### Clock routing, run 1

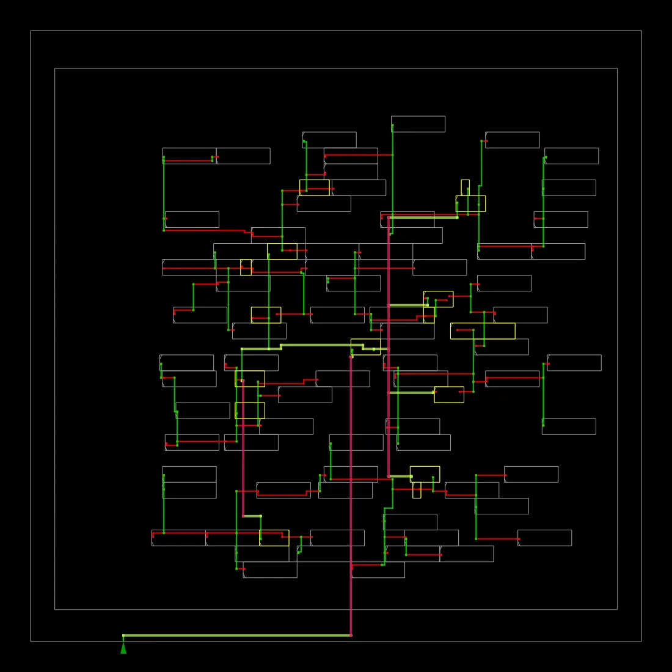
### Cells coloured by class, run 1

(4 px per µm) Fill, decap, tap and diode cells in grey.
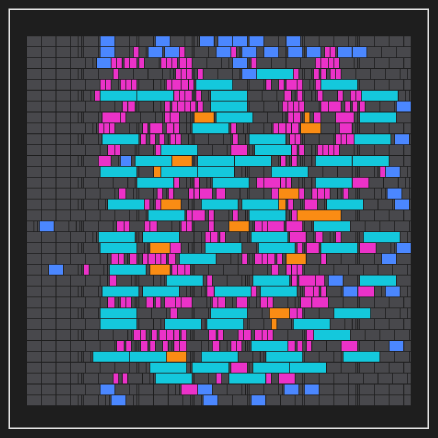
### Pin map, run 1

(3 px per µm) Pins as bars across the die edge, other pins in grey.
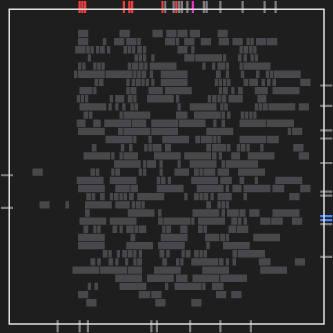
### Clock distribution, run 1

(6 px per µm)
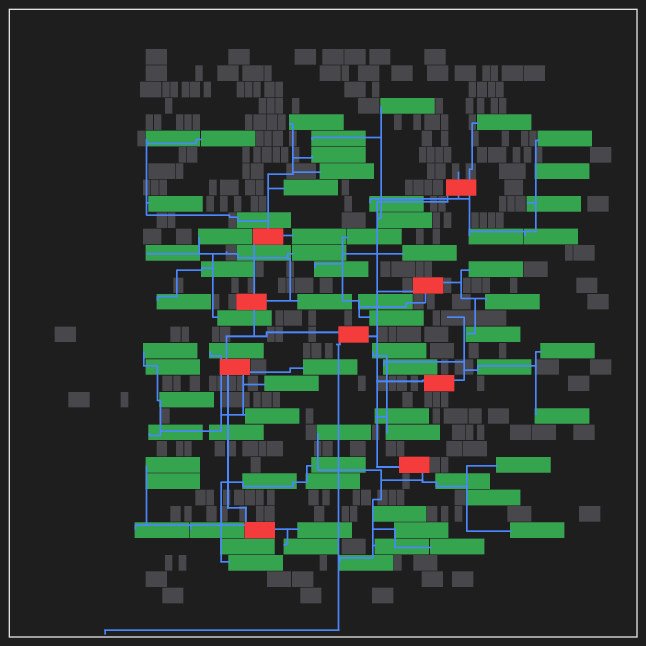
File: src/rtl/my_mem_dut.sv
// Small register-file memory with a pipelined read path, uninitialised-read flag
// and saturating access counters. Optional macro MY_MEM_WR_BYPASS_EN makes a
// simultaneous read+write write-first instead of read-first.
module my_mem_dut #(
  parameter int ADDR_W     = 2,
  parameter int DATA_W     = 8,
  parameter int RD_LATENCY = 1,  // legal range 1..4
  parameter int CNT_W      = 8
) (
  input  logic              clk,
  input  logic              reset,
  input  logic              valid,
  input  logic [ADDR_W-1:0] addr,
  input  logic              wr_en,
  input  logic              rd_en,
  input  logic [DATA_W-1:0] wdata,
  output logic [DATA_W-1:0] rdata,
  output logic              rdata_valid,
  output logic              rd_err,
  output logic [CNT_W-1:0]  wr_cnt,
  output logic [CNT_W-1:0]  rd_cnt
);

  localparam int DEPTH = 1 << ADDR_W;
  localparam int LAST  = RD_LATENCY - 1;

  // Handshake: a command is accepted at any rising edge where valid is high;
  // there is no ready/backpressure, so wr_en/rd_en are don't-care when valid is low.
  logic wr_acc;
  logic rd_acc;
  assign wr_acc = valid & wr_en;
  assign rd_acc = valid & rd_en;

  logic [DATA_W-1:0] mem_q [DEPTH];
  logic [DATA_W-1:0] mem_d [DEPTH];
  logic [DEPTH-1:0]  written_q, written_d;

  logic [RD_LATENCY-1:0] pipe_vld_q, pipe_vld_d;
  logic [RD_LATENCY-1:0] pipe_err_q, pipe_err_d;
  logic [DATA_W-1:0]     pipe_data_q [RD_LATENCY];
  logic [DATA_W-1:0]     pipe_data_d [RD_LATENCY];

  logic [DATA_W-1:0] rdata_q, rdata_d;
  logic              rdata_valid_q, rdata_valid_d;
  logic              rd_err_q, rd_err_d;
  logic [CNT_W-1:0]  wr_cnt_q, wr_cnt_d;
  logic [CNT_W-1:0]  rd_cnt_q, rd_cnt_d;

  logic [DATA_W-1:0] s1_data;
  logic              s1_err;

  always_comb begin
    mem_d     = mem_q;
    written_d = written_q;
    if (wr_acc) begin
      mem_d[addr]     = wdata;
      written_d[addr] = 1'b1;
    end
  end

  // Stage-1 capture sees the pre-write array contents unless bypass is built in.
  always_comb begin
    s1_data = mem_q[addr];
    s1_err  = ~written_q[addr];
`ifdef MY_MEM_WR_BYPASS_EN
    if (wr_acc) begin
      s1_data = wdata;
      s1_err  = 1'b0;
    end
`endif
  end

  always_comb begin
    pipe_vld_d  = pipe_vld_q;
    pipe_err_d  = pipe_err_q;
    pipe_data_d = pipe_data_q;
    pipe_vld_d[0]  = rd_acc;
    pipe_err_d[0]  = s1_err;
    pipe_data_d[0] = s1_data;
    for (int i = 1; i < RD_LATENCY; i++) begin
      pipe_vld_d[i]  = pipe_vld_q[i-1];
      pipe_err_d[i]  = pipe_err_q[i-1];
      pipe_data_d[i] = pipe_data_q[i-1];
    end
  end

  always_comb begin
    rdata_d       = rdata_q;
    rdata_valid_d = pipe_vld_q[LAST];
    rd_err_d      = pipe_vld_q[LAST] & pipe_err_q[LAST];
    if (pipe_vld_q[LAST]) begin
      rdata_d = pipe_data_q[LAST];
    end
  end

  // Counters stick at all-ones rather than wrapping.
  always_comb begin
    wr_cnt_d = wr_cnt_q;
    rd_cnt_d = rd_cnt_q;
    if (wr_acc && (wr_cnt_q != '1)) begin
      wr_cnt_d = wr_cnt_q + CNT_W'(1);
    end
    if (rd_acc && (rd_cnt_q != '1)) begin
      rd_cnt_d = rd_cnt_q + CNT_W'(1);
    end
  end

  always_ff @(posedge clk or posedge reset) begin
    if (reset) begin
      for (int i = 0; i < DEPTH; i++) begin
        mem_q[i] <= '0;
      end
      written_q  <= '0;
      pipe_vld_q <= '0;
      pipe_err_q <= '0;
      for (int i = 0; i < RD_LATENCY; i++) begin
        pipe_data_q[i] <= '0;
      end
      rdata_q       <= '0;
      rdata_valid_q <= 1'b0;
      rd_err_q      <= 1'b0;
      wr_cnt_q      <= '0;
      rd_cnt_q      <= '0;
    end else begin
      mem_q         <= mem_d;
      written_q     <= written_d;
      pipe_vld_q    <= pipe_vld_d;
      pipe_err_q    <= pipe_err_d;
      pipe_data_q   <= pipe_data_d;
      rdata_q       <= rdata_d;
      rdata_valid_q <= rdata_valid_d;
      rd_err_q      <= rd_err_d;
      wr_cnt_q      <= wr_cnt_d;
      rd_cnt_q      <= rd_cnt_d;
    end
  end

  assign rdata       = rdata_q;
  assign rdata_valid = rdata_valid_q;
  assign rd_err      = rd_err_q;
  assign wr_cnt      = wr_cnt_q;
  assign rd_cnt      = rd_cnt_q;

endmodule

File: config.mk
export PLATFORM = sky130hd
export DESIGN_NAME = my_mem_dut
export DESIGN_NICKNAME = d
export VERILOG_FILES = /design/src/rtl/my_mem_dut.sv
export SDC_FILE = /design/constraint.sdc
export NUM_CORES = 1
export LEC_CHECK = 0
export ABC_AREA = 1
export CAP_MARGIN = 20
export CORE_MARGIN = 4
export CORE_UTILIZATION = 33
export CTS_CLUSTER_SIZE = 30
export DETAILED_ROUTE_END_ITERATION = 6
export PLACE_DENSITY_LB_ADDON = 0.25
export SYNTH_ARGS = -nofsm -noshare
export SYNTH_HDL_FRONTEND = slang
export SYNTH_SLANG_ARGS = --single-unit
File: constraint.sdc
create_clock -name clk -period 4.7 [get_ports clk]
set_input_delay 0.705 -clock clk [delete_from_list [all_inputs] [get_ports clk]]
set_output_delay 0.705 -clock clk [all_outputs]
set_load 0.005 [all_outputs]
==> impl_metrics.tcl, run 1 <==
# flow metrics
set metrics [dict create \
    die_area_um2 10900 \
    synth.yosys.warnings 0 \
    synthAoiAreaFrac_pct 8.653 \
    status "finished clean" \
    utilization_pct 42.34 \
    fin_area_um2 3765 \
    antenna_found_initial 0 \
    ios 41 \
    setup_violations 0 \
    routed.top_layer "met4" \
    r2r_slack_ns 3.14 \
    reg2reg_to "rd_cnt[4]" \
    p_seq_uw 828 \
    crit_required_ns 3.99 \
    die_x_um 104.4 \
    crit_path_end_kind "output pin" \
    largest_reg_flops 32 \
    p_switching_uw 438.9 \
    flop-count 72 \
    cp_max_fo 8 \
    fin_skew_ns 0.006447 \
    place_ws_ns 2.461 \
    critical_path_class "flop to output pin" \
    top_usage_layer "met2" \
    portBuffers 40 \
    lay_top_count "nand2_1" \
    yosys_area_um2 3065 \
    comb.multi_input.count 220 \
    crit-reg2reg-launch "rd_cnt[1]" \
    stdcell_count 492 \
    cts_root_buffer "clkbuf_8" \
    area_leaders "dfrtp_1 59%, nand2_1 14%, o21ai_1 3.9%, inv_1 3.8%, mux2_2 2.9%" \
    initCoreUtil_pct 34.48 \
    hold_depth 2 \
    p_seq_share_pct 51.0 \
    r2r_cells 8 \
    power.share.switching_pct 27.03 \
    comb_area_um2 1090 \
    gp_congestion 0.7510 \
    place_hpwl_mm 4.214 \
    path_delay_family "buffers and inverters" \
    path_depth 1 \
    layout.nonclk_buf_share_pct 10.83 \
    num_antenna_cells 0 \
    flop_area_um2 1802 \
    ff_type "dfrtp_1" \
    finalWorstSetupSlack_ns 2.612 \
    final.period_utilization_pct 44.42 \
    fillers 869 \
    cts_hold_buf 0 \
    synthArstFlopShare_pct 100.0 \
    row_count 34 \
    holdPathEnd "rd_err" \
    p_leak_uw 0.001803 \
    vias 2281 \
    gr-total-overflow 0 \
    startpoint "wr_cnt[2]" \
    met2_length_mm 2.763 \
    cts-buffers-inserted 9 \
    hold_viol 0 \
    wl_per_cell_um 12.46 \
    fin_nets 396 \
    grt_start_max_net_pins 46 \
    hold_slack_ns 0.4467 \
    crit_chain "clkdlybuf4s50_1" \
    core_area_um2 8891 \
    synth.avg_cell_area_um2 9.233 \
    cp-endpoint "wr_cnt[2]" \
    taps 108 \
    synthCells 332 \
]
-- 'Clock routing' (at the start) --
clock latency on the worst-skew pair: 0.34 ns
Sink Count: 72
clkbuf count: 13
clock-net power: 489 µW

-- 'Cells coloured by class' (at the start) --
Key: orange = clock drivers and dummy loads [cells 16, share of their area 5.5%]; blue = remaining buffers and delay cells [cells 41, share of their area 11%]; magenta = remaining logic cells [cells 255, share of their area 34%]; cyan = registers [cells 72, share of their area 50%]

-- 'Pin map' (at the start) --
Key: magenta = rd_err [pins 1, direction output, edge top]; blue = addr [pins 2, direction input, edge right]; red = rd_cnt [pins 8, direction output, edge top]
All pins by edge: 20 top, 11 right, 8 bottom, 2 left.

-- 'Clock distribution' (at the start) --
Key: red = clock-net drivers [count 9]; green = flip-flops [count 72]; blue = clock wires [length 886 µm]
There are 10 routed clock nets.

==> run 2: changes to the inputs <==
==> constraint.sdc (replaced) <==
create_clock -name clk -period 1.7 [get_ports clk]
set_input_delay 0.255 -clock clk [delete_from_list [all_inputs] [get_ports clk]]
set_output_delay 0.255 -clock clk [all_outputs]
set_load 0.005 [all_outputs]
==> run 2 against run 1 <==
Effect of this change: die area stayed put; power increased to 2.8 times the previous value; register-to-register slack got worse by 3.0 ns; critical endpoint is now rd_cnt[4].
==> impl_metrics.tcl, run 2 <==
# flow metrics
set metrics [dict create \
    stdcell_count 500 \
    n_clock_buffer 9 \
    place_hpwl_mm 4.576 \
    ir_drop_mv 0.3905 \
    gr-total-overflow 0 \
    layout.nonclk_buf_share_pct 13.65 \
    yosys_area_um2 3065 \
    comb-power_uw 898 \
    dr.pass1.iters 6 \
    synth-edff-count 0 \
    ctsResizeCount 0 \
    dominant_cells "flip-flops and latches" \
    synthAdderAreaFrac_pct 0.8163 \
    die_area_um2 10900 \
    yosysTopAreaCell "dfrtp_1" \
    comb_share_pct 28.16 \
    ys.flops 72 \
    fin_area_um2 3887 \
    p_switching_uw 1277 \
    ios 41 \
    p_seq_uw 2290 \
    wl_per_cell_um 13.04 \
    cts_num_sinks 72 \
    lay_top_count "nand2_1" \
    slew_violations 0 \
    fin_nets 404 \
    maxCapViolCount 0 \
    path_delay_family "buffers and inverters" \
    gp_congestion 0.7841 \
    power_density_nw_per_um2 1158 \
    cp_max_fo 6 \
    crit_chain "clkdlybuf4s50_1" \
    synth.avg_cell_area_um2 9.233 \
    synth.yosys.warnings 0 \
    cp.arrival_ns 1.34 \
    top_logic_kind "simple AND/OR/NAND/NOR gates" \
    cts-buffers-inserted 9 \
    ant_nets 0 \
    portBuffers 40 \
    totalWireLength_mm 6.519 \
    yosysMostFrequentCell "nand2_1" \
    met1_length_mm 3.180 \
    met3_length_um 223 \
    cts.clk_slew.worst_paths_ns 0.08 \
    slowest_stage "clkdlybuf4s50_1" \
    xor_share_pct 1.143 \
    die.size.y_um 104.4 \
    area_leaders "dfrtp_1 59%, nand2_1 14%, o21ai_1 3.9%, inv_1 3.8%, mux2_2 2.9%" \
    drc_errors 0 \
    dp_cells 484 \
    rsz0062_at_grt "false" \
    die_x_um 104.4 \
    routed.top_layer "met4" \
    vias 2315 \
    met3_usage_pct 2.917 \
    fin_skew_ns 0.009759 \
    status "finished clean" \
    antenna_found_initial 0 \
    gr-usage-met2_pct 19.14 \
    flop_area_um2 1805 \
    critical_path_buf_inv_count 1 \
    path_depth 1 \
    num_antenna_cells 0 \
    p_comb_share_pct 19.9 \
    cp-endpoint "rd_cnt[4]" \
    grt_start_max_net_pins 34 \
    ys_sh_simple_pct 22.00 \
    utilization_pct 43.72 \
    cp_slowest_stage_delay_ns 0.54 \
    power.share.switching_pct 28.37 \
    p_leak_uw 0.001851 \
    ff_type "dfrtp_1" \
    grt_pass1_wl_mm 10.85 \
    place_area_um2 3692 \
    buffers 49 \
    lay_top_cells "117 x nand2_1, 69 x dfrtp_1, 40 x clkdlybuf4s50_1" \
    areaGrowthSynthToFinish_pct 26.82 \
    fmax_ghz 0.6285 \
    hold_viol 0 \
    nonClockInverterCount 35 \
    finalWorstSetupSlack_ns 0.1090 \
    yosys_cells 332 \
    top_register "mem_q" \
    synthArstFlopShare_pct 100.0 \
    met2_length_mm 3.012 \
    synthCells 332 \
    hold_slack_ns 0.2375 \
    drtIter0Drc 90 \
    top_usage_layer "met2" \
    fillers 868 \
    crit_required_ns 1.44 \
    p_seq_share_pct 51.0 \
    r2r_slack_ns 0.17 \
    largest_reg_flops 32 \
    crit_path_end_kind "output pin" \
    flop-count 72 \
    comb_area_um2 1095 \
    final.period_utilization_pct 93.59 \
    seq_area_share_pct 46.44 \
    row_count 34 \
    critical_path_class "flop to output pin" \
    grt_pass1_vias 2165 \
    cts_hold_buf 0 \
    power.group.top "registers" \
    synth_cell_types 26 \
    comb.multi_input.count 220 \
    cts_buffer_depth 2 \
    worst_slew_pin_slew_ns 0.5172 \
    taps 108 \
    crit-reg2reg-launch "rd_cnt[1]" \
    startpoint "rd_cnt[4]" \
    core_area_um2 8891 \
    clock_area_share_pct 4.796 \
    place_ws_ns 0.08123 \
    initCoreUtil_pct 34.48 \
    insertion_delay_ns 0.34 \
    start_kind "flop" \
    top_cells_by_count "117 x nand2_1, 72 x dfrtp_1, 31 x inv_1, 24 x o21ai_1, 15 x nor2_1" \
    synthAoiAreaFrac_pct 8.653 \
    cts_root_buffer "clkbuf_8" \
    syn_nets 349 \
    setup_violations 0 \
    htreeDepth 3 \
    min_period_ns 1.591 \
    reg2reg_to "rd_cnt[0]" \
    yosysTopAreaCellShare_pct 58.78 \
    pg_clk_uw 1310 \
    r2r_cells 8 \
    hp-class "input port to asynchronous set/reset pin" \
]
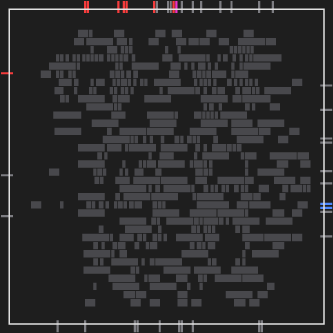
*Pin map, run 2*
(3 px per µm) Pins as bars across the die edge, other pins in grey.
Key: red = rd_cnt [pins 8, direction output, edge 7 top, 1 left]; magenta = rd_err [pins 1, direction output, edge top]; blue = addr [pins 2, direction input, edge right]

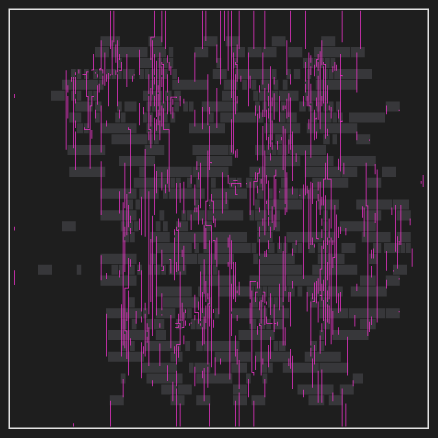
*Metal 2, run 2*
(4 px per µm)
319 nets have wire on it. The wires run mostly vertical. The layer carries 3010 µm of wire.

No activity file was given, so power comes from the tool's default toggle rates.
